[src/rtl/rf_motion_controller_pkg.sv]
// Shared types and constants for the RF motion controller.
// Channel FSM state encoding and RF line bit positions.
package rf_motion_controller_pkg;

  typedef enum logic [2:0] {
    ST_IDLE    = 3'd0,
    ST_RUN     = 3'd1,
    ST_REVERSE = 3'd2,
    ST_LIMIT   = 3'd3,
    ST_BACKOFF = 3'd4
  } ch_state_t;

  localparam int RF_DIR0 = 0;
  localparam int RF_DIR1 = 1;
  localparam int RF_RUN0 = 2;
  localparam int RF_RUN1 = 3;

  function automatic logic drives(ch_state_t s);
    return (s == ST_RUN) || (s == ST_BACKOFF);
  endfunction

endpackage

[src/rtl/rf_channel_fsm.sv]
// Per-motor interlock: run/stop, reversal dead-time,
// limit stop and back-off in the opposite direction only.
module rf_channel_fsm
  import rf_motion_controller_pkg::*;
#(
  parameter int unsigned REVERSE_GAP_CYCLES = 25_000_000
) (
  input  logic clk,
  input  logic rst,
  input  logic run_press,
  input  logic dir_press,
  input  logic limit,
  output logic direction,
  output logic enable,
  output logic at_limit
);

  localparam int unsigned GW = $clog2(REVERSE_GAP_CYCLES + 1);
  localparam logic [GW-1:0] GAP_LAST =
    GW'(REVERSE_GAP_CYCLES - 1);

  ch_state_t     state;
  ch_state_t     state_nxt;
  logic          dir_nxt;
  logic          trip_dir;
  logic          trip_nxt;
  logic [GW-1:0] gap;
  logic [GW-1:0] gap_nxt;
  logic          dir_tgl;

  assign dir_tgl = direction ^ dir_press;

  always_ff @(posedge clk or negedge rst) begin
    if (!rst) begin
      state     <= ST_IDLE;
      direction <= 1'b0;
      trip_dir  <= 1'b0;
      gap       <= '0;
      enable    <= 1'b0;
      at_limit  <= 1'b0;
    end else begin
      state     <= state_nxt;
      direction <= dir_nxt;
      trip_dir  <= trip_nxt;
      gap       <= gap_nxt;
      enable    <= drives(state_nxt);
      at_limit  <= (state_nxt == ST_LIMIT);
    end
  end

  always_comb begin
    state_nxt = state;
    dir_nxt   = direction;
    trip_nxt  = trip_dir;
    gap_nxt   = gap;
    unique case (state)
      ST_IDLE: begin
        dir_nxt = dir_tgl;
        if (run_press) begin
          if (limit) begin
            state_nxt = ST_LIMIT;
            trip_nxt  = dir_tgl;
          end else begin
            state_nxt = ST_RUN;
          end
        end
      end
      ST_RUN: begin
        if (limit) begin
          state_nxt = ST_LIMIT;
          trip_nxt  = direction;
        end else if (run_press) begin
          state_nxt = ST_IDLE;
          dir_nxt   = dir_tgl;
        end else if (dir_press) begin
          state_nxt = ST_REVERSE;
          dir_nxt   = dir_tgl;
          gap_nxt   = '0;
        end
      end
      ST_REVERSE: begin
        if (limit) begin
          state_nxt = ST_LIMIT;
          trip_nxt  = direction;
          gap_nxt   = '0;
        end else if (run_press) begin
          state_nxt = ST_IDLE;
          dir_nxt   = dir_tgl;
          gap_nxt   = '0;
        end else if (dir_press) begin
          dir_nxt = dir_tgl;
          gap_nxt = '0;
        end else if (gap >= GAP_LAST) begin
          state_nxt = ST_RUN;
          gap_nxt   = '0;
        end else begin
          gap_nxt = gap + 1'b1;
        end
      end
      ST_LIMIT: begin
        dir_nxt = dir_tgl;
        if (run_press) begin
          if (dir_tgl != trip_dir) begin
            state_nxt = ST_BACKOFF;
          end
        end else if (!dir_press && !limit) begin
          state_nxt = ST_IDLE;
        end
      end
      ST_BACKOFF: begin
        // Limit stays asserted while backing off.
        if (run_press) begin
          state_nxt = ST_IDLE;
          dir_nxt   = dir_tgl;
        end else if (dir_press) begin
          state_nxt = ST_LIMIT;
          dir_nxt   = dir_tgl;
        end else if (!limit) begin
          state_nxt = ST_RUN;
        end
      end
      default: state_nxt = ST_IDLE;
    endcase
  end

endmodule

[src/rtl/rf_debounce.sv]
// One RF line: 2-flop synchroniser, stability counter,
// and a single-cycle pulse on each accepted rising level.
module rf_debounce #(
  parameter int unsigned DEBOUNCE_CYCLES = 1_000_000
) (
  input  logic clk,
  input  logic rst,
  input  logic raw,
  output logic press
);

  localparam int unsigned CW = $clog2(DEBOUNCE_CYCLES + 1);
  localparam logic [CW-1:0] CNT_LAST =
    CW'(DEBOUNCE_CYCLES - 1);

  logic          s1;
  logic          s2;
  logic          level;
  logic [CW-1:0] cnt;

  // The level flips on the cycle the count reaches the limit.
  always_ff @(posedge clk or negedge rst) begin
    if (!rst) begin
      s1    <= 1'b0;
      s2    <= 1'b0;
      level <= 1'b0;
      cnt   <= '0;
      press <= 1'b0;
    end else begin
      s1    <= raw;
      s2    <= s1;
      press <= 1'b0;
      if (s2 == level) begin
        cnt <= '0;
      end else if (cnt >= CNT_LAST) begin
        level <= s2;
        cnt   <= '0;
        press <= s2;
      end else begin
        cnt <= cnt + 1'b1;
      end
    end
  end

endmodule

[src/rtl/rf_motion_controller.sv]
// RF command front end for two stepper channels:
// debounced RF presses and synced limits into two interlock FSMs.
module rf_motion_controller
  import rf_motion_controller_pkg::*;
#(
  parameter int unsigned DEBOUNCE_CYCLES    = 1_000_000,
  parameter int unsigned REVERSE_GAP_CYCLES = 25_000_000,
  parameter logic        LIMIT_ACTIVE       = 1'b1
) (
  input  logic       clk,
  input  logic       rst,
  input  logic [3:0] rf_input,
  input  logic [1:0] limit_switches,
  output logic [1:0] direction,
  output logic [1:0] enable,
  output logic [1:0] at_limit
);

  logic [3:0] press;
  logic [1:0] lim_s1;
  logic [1:0] lim_s2;
  logic [1:0] lim_hit;

  for (genvar i = 0; i < 4; i++) begin : g_deb
    rf_debounce #(
      .DEBOUNCE_CYCLES(DEBOUNCE_CYCLES)
    ) u_deb (
      .clk  (clk),
      .rst  (rst),
      .raw  (rf_input[i]),
      .press(press[i])
    );
  end

  always_ff @(posedge clk or negedge rst) begin
    if (!rst) begin
      lim_s1 <= 2'b00;
      lim_s2 <= 2'b00;
    end else begin
      lim_s1 <= limit_switches;
      lim_s2 <= lim_s1;
    end
  end

  assign lim_hit = ~(lim_s2 ^ {2{LIMIT_ACTIVE}});

  rf_channel_fsm #(
    .REVERSE_GAP_CYCLES(REVERSE_GAP_CYCLES)
  ) u_ch0 (
    .clk      (clk),
    .rst      (rst),
    .run_press(press[RF_RUN0]),
    .dir_press(press[RF_DIR0]),
    .limit    (lim_hit[0]),
    .direction(direction[0]),
    .enable   (enable[0]),
    .at_limit (at_limit[0])
  );

  rf_channel_fsm #(
    .REVERSE_GAP_CYCLES(REVERSE_GAP_CYCLES)
  ) u_ch1 (
    .clk      (clk),
    .rst      (rst),
    .run_press(press[RF_RUN1]),
    .dir_press(press[RF_DIR1]),
    .limit    (lim_hit[1]),
    .direction(direction[1]),
    .enable   (enable[1]),
    .at_limit (at_limit[1])
  );

endmodule

[config.mk]
export PLATFORM = sky130hd
export DESIGN_NAME = rf_motion_controller
export DESIGN_NICKNAME = d
export VERILOG_FILES = /design/src/rtl/rf_motion_controller_pkg.sv /design/src/rtl/rf_channel_fsm.sv /design/src/rtl/rf_debounce.sv /design/src/rtl/rf_motion_controller.sv
export SDC_FILE = /design/constraint.sdc
export NUM_CORES = 1
export LEC_CHECK = 0
export ABC_AREA = 1
export CORE_MARGIN = 4
export CORE_UTILIZATION = 40
export DETAILED_ROUTE_END_ITERATION = 6
export HOLD_SLACK_MARGIN = 0.12
export MAX_ROUTING_LAYER = met4
export PLACE_DENSITY = 0.61
export SLEW_MARGIN = 25
export SYNTH_ARGS = -nofsm -noshare
export SYNTH_HDL_FRONTEND = slang
export SYNTH_SLANG_ARGS = --single-unit
[constraint.sdc]
create_clock -name clk -period 4.4 [get_ports clk]
set_clock_uncertainty 0.2 [all_clocks]
set_input_delay 0.88 -clock clk [delete_from_list [all_inputs] [get_ports clk]]
set_output_delay 0.88 -clock clk [all_outputs]
set_load 0.1 [all_outputs]
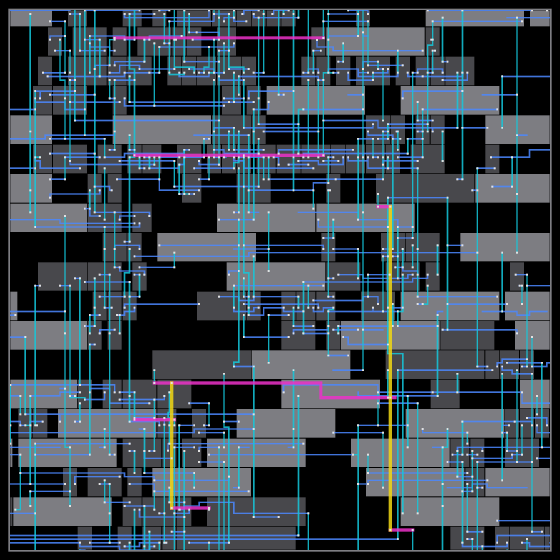
**Above:** close-up of the layout.
Region (14, 93) to (64, 143) um. Cells in grey, sequential cells in the stronger grey; small squares are vias.
layer	colour
met4	yellow
met2	cyan
met3	magenta
met1	blue
cells with their middle in the window	169
sequential cells in the window	30
netlist names of flops here include	g_deb.u_deb.cnt (20), g_deb.u_deb.level (2), g_deb.u_deb.s2 (2)
most frequent	dfrtp_1 (30), nor2_1 (27), nand2_1 (24)

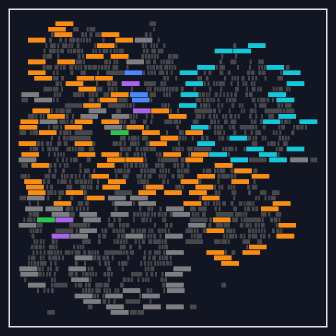
**Above:** where the registers sit.
Other sequential cells in the stronger grey, the rest of the logic in the fainter grey.
name in the netlist	colour	placed flops
u_ch1.state	blue	3
u_ch1.gap	cyan	25
g_deb.u_deb.cnt	orange	80
g_deb.u_deb.press	purple	4
lim_s2	green	2
not coloured	50
sequential standard cell area: 0.004104 mm^2
flip-flop and latch share of the layout cell area: 0.4129

==> summary.txt <==
Implementation numbers.

- The flow ran to the end, and the final reports show no timing, DRC or antenna violations.
- The critical path data arrival time is between 2000 and 2500 ps.
- The worst register-to-register path has a depth of 9.
- In this run the standard cell core region covers 0.02196 mm^2.
- The routability-driven placement congestion ratio is slightly above 0.9.
- The first global-routing pass estimated about 33000 um of wire.
- The worst slack on hold paths is between 150 and 200 ps.
- The number of global-route vias before repair is roughly 7000.
- The final tally of max-slew violations is 0.
- The number of warning messages in the yosys log is 0.
- In the setup report, the worst path falls into the class reg -> out.
- The number of buffers and inverters on the critical path is 1.
- CTS saw 164 sinks.
- The number of warnings in the stage logs is 26.
- The worst setup path is captured at an output pin.
- The instance area at placement is 0.009355 mm^2.
- The end-of-flow timing check tallies setup violations at 0.
- CTS built an H-tree with a depth of 4.
- The total number of vias is 7206.
- The share of the Yosys chip area taken by registers is 0.4570.
- The synthesized flop and latch total is 164.
- The floorplan-stage core utilization is 0.4090.
[placed cells by master, fill, tap and decap left out, drive strengths merged, types with 7 or more instances in the layout]
master and instances:
inv 167, a21oi 31, nand2 222, nand3 79, nor3b 7, nor2 174
clkdlybuf4s50 12, nor3 67, nand4 33, xnor2 22, o21ai 44, nor4 14
clkbuf 18, xor2 44, dfrtp 164, a31oi 7
[power by group]
part / total [uW] / switching, uW / internal [uW]
Clock: 1460 / 650 / 810
Combinational: 72.3 / 52.5 / 19.8
Sequential: 1530 / 10.6 / 1520
Total: 3070 / 713 / 2350
[metal layers]
| metal | vias up | track usage |
|---|---|---|
| met5 | - | - |
| met2 | 140 | 0.2533 |
| met1 | 3348 | 0.2171 |
| li1 | 3701 | - |
| met4 | 0 | 0.04875 |
| met3 | 17 | 0.03581 |
[metrics by stage]
| step | total power, uW | util |
|---|---|---|
| 5_1_grt | 3194 | 0.4526 |
| 4_1_cts | 3112 | 0.4526 |
| 6_report | 3065 | 0.4526 |
| 3_3_place_gp | 1636 | 0.4260 |
| 2_1_floorplan | 1590 | - |
| 3_5_place_dp | 1638 | 0.4260 |
[cell families (layout without fill, tap and decap cells)]
| kind of cell | Yosys count | after routing | synth area share |
|---|---|---|---|
| buf+inv | 180 | 209 | 0.08275 |
| flops | 164 | 164 | 0.4570 |
| xor+xnor | 66 | 66 | 0.06436 |
| fa+ha+maj | 6 | 6 | 0.008359 |
| compound gates | 107 | 107 | 0.07063 |
| simple gates | 606 | 606 | 0.3169 |
[layout make-up]
cell class / count / area, um^2 / share of cell area
well taps: 280 / 350.3 / 0.03525
multi-input cells: 785 / 4134 / 0.4160
clock buffers: 18 / 439.2 / 0.04419
clock inverters: 14 / 143.9 / 0.01448
repair buffers: 15 / 158.9 / 0.01599
inverters: 162 / 608.1 / 0.06119
flip-flops and latches: 164 / 4104 / 0.4129
[worst min-delay path by stage]
stage	startpoint	end	depth (start not counted)
floorplan	g_deb[0].u_deb.s1	g_deb[0].u_deb.s2	0
global route	g_deb[0].u_deb.s1	g_deb[0].u_deb.s2	0
detailed placement	g_deb[0].u_deb.s1	g_deb[0].u_deb.s2	0
global placement	g_deb[0].u_deb.s1	g_deb[0].u_deb.s2	0
finish	g_deb[3].u_deb.s1	g_deb[3].u_deb.s2	0
CTS	g_deb[3].u_deb.s1	g_deb[3].u_deb.s2	0
[flip-flops by register name, indices dropped and copies added, names as in the netlist, 2 cells and up]
signal,count
g_deb.u_deb.cnt,80
g_deb.u_deb.level,4
g_deb.u_deb.press,4
g_deb.u_deb.s1,4
g_deb.u_deb.s2,4
lim_s1,2
lim_s2,2
u_ch0.gap,25
u_ch0.state,3
u_ch1.gap,25
u_ch1.state,3
Power is estimated from default activity; no workload was simulated.
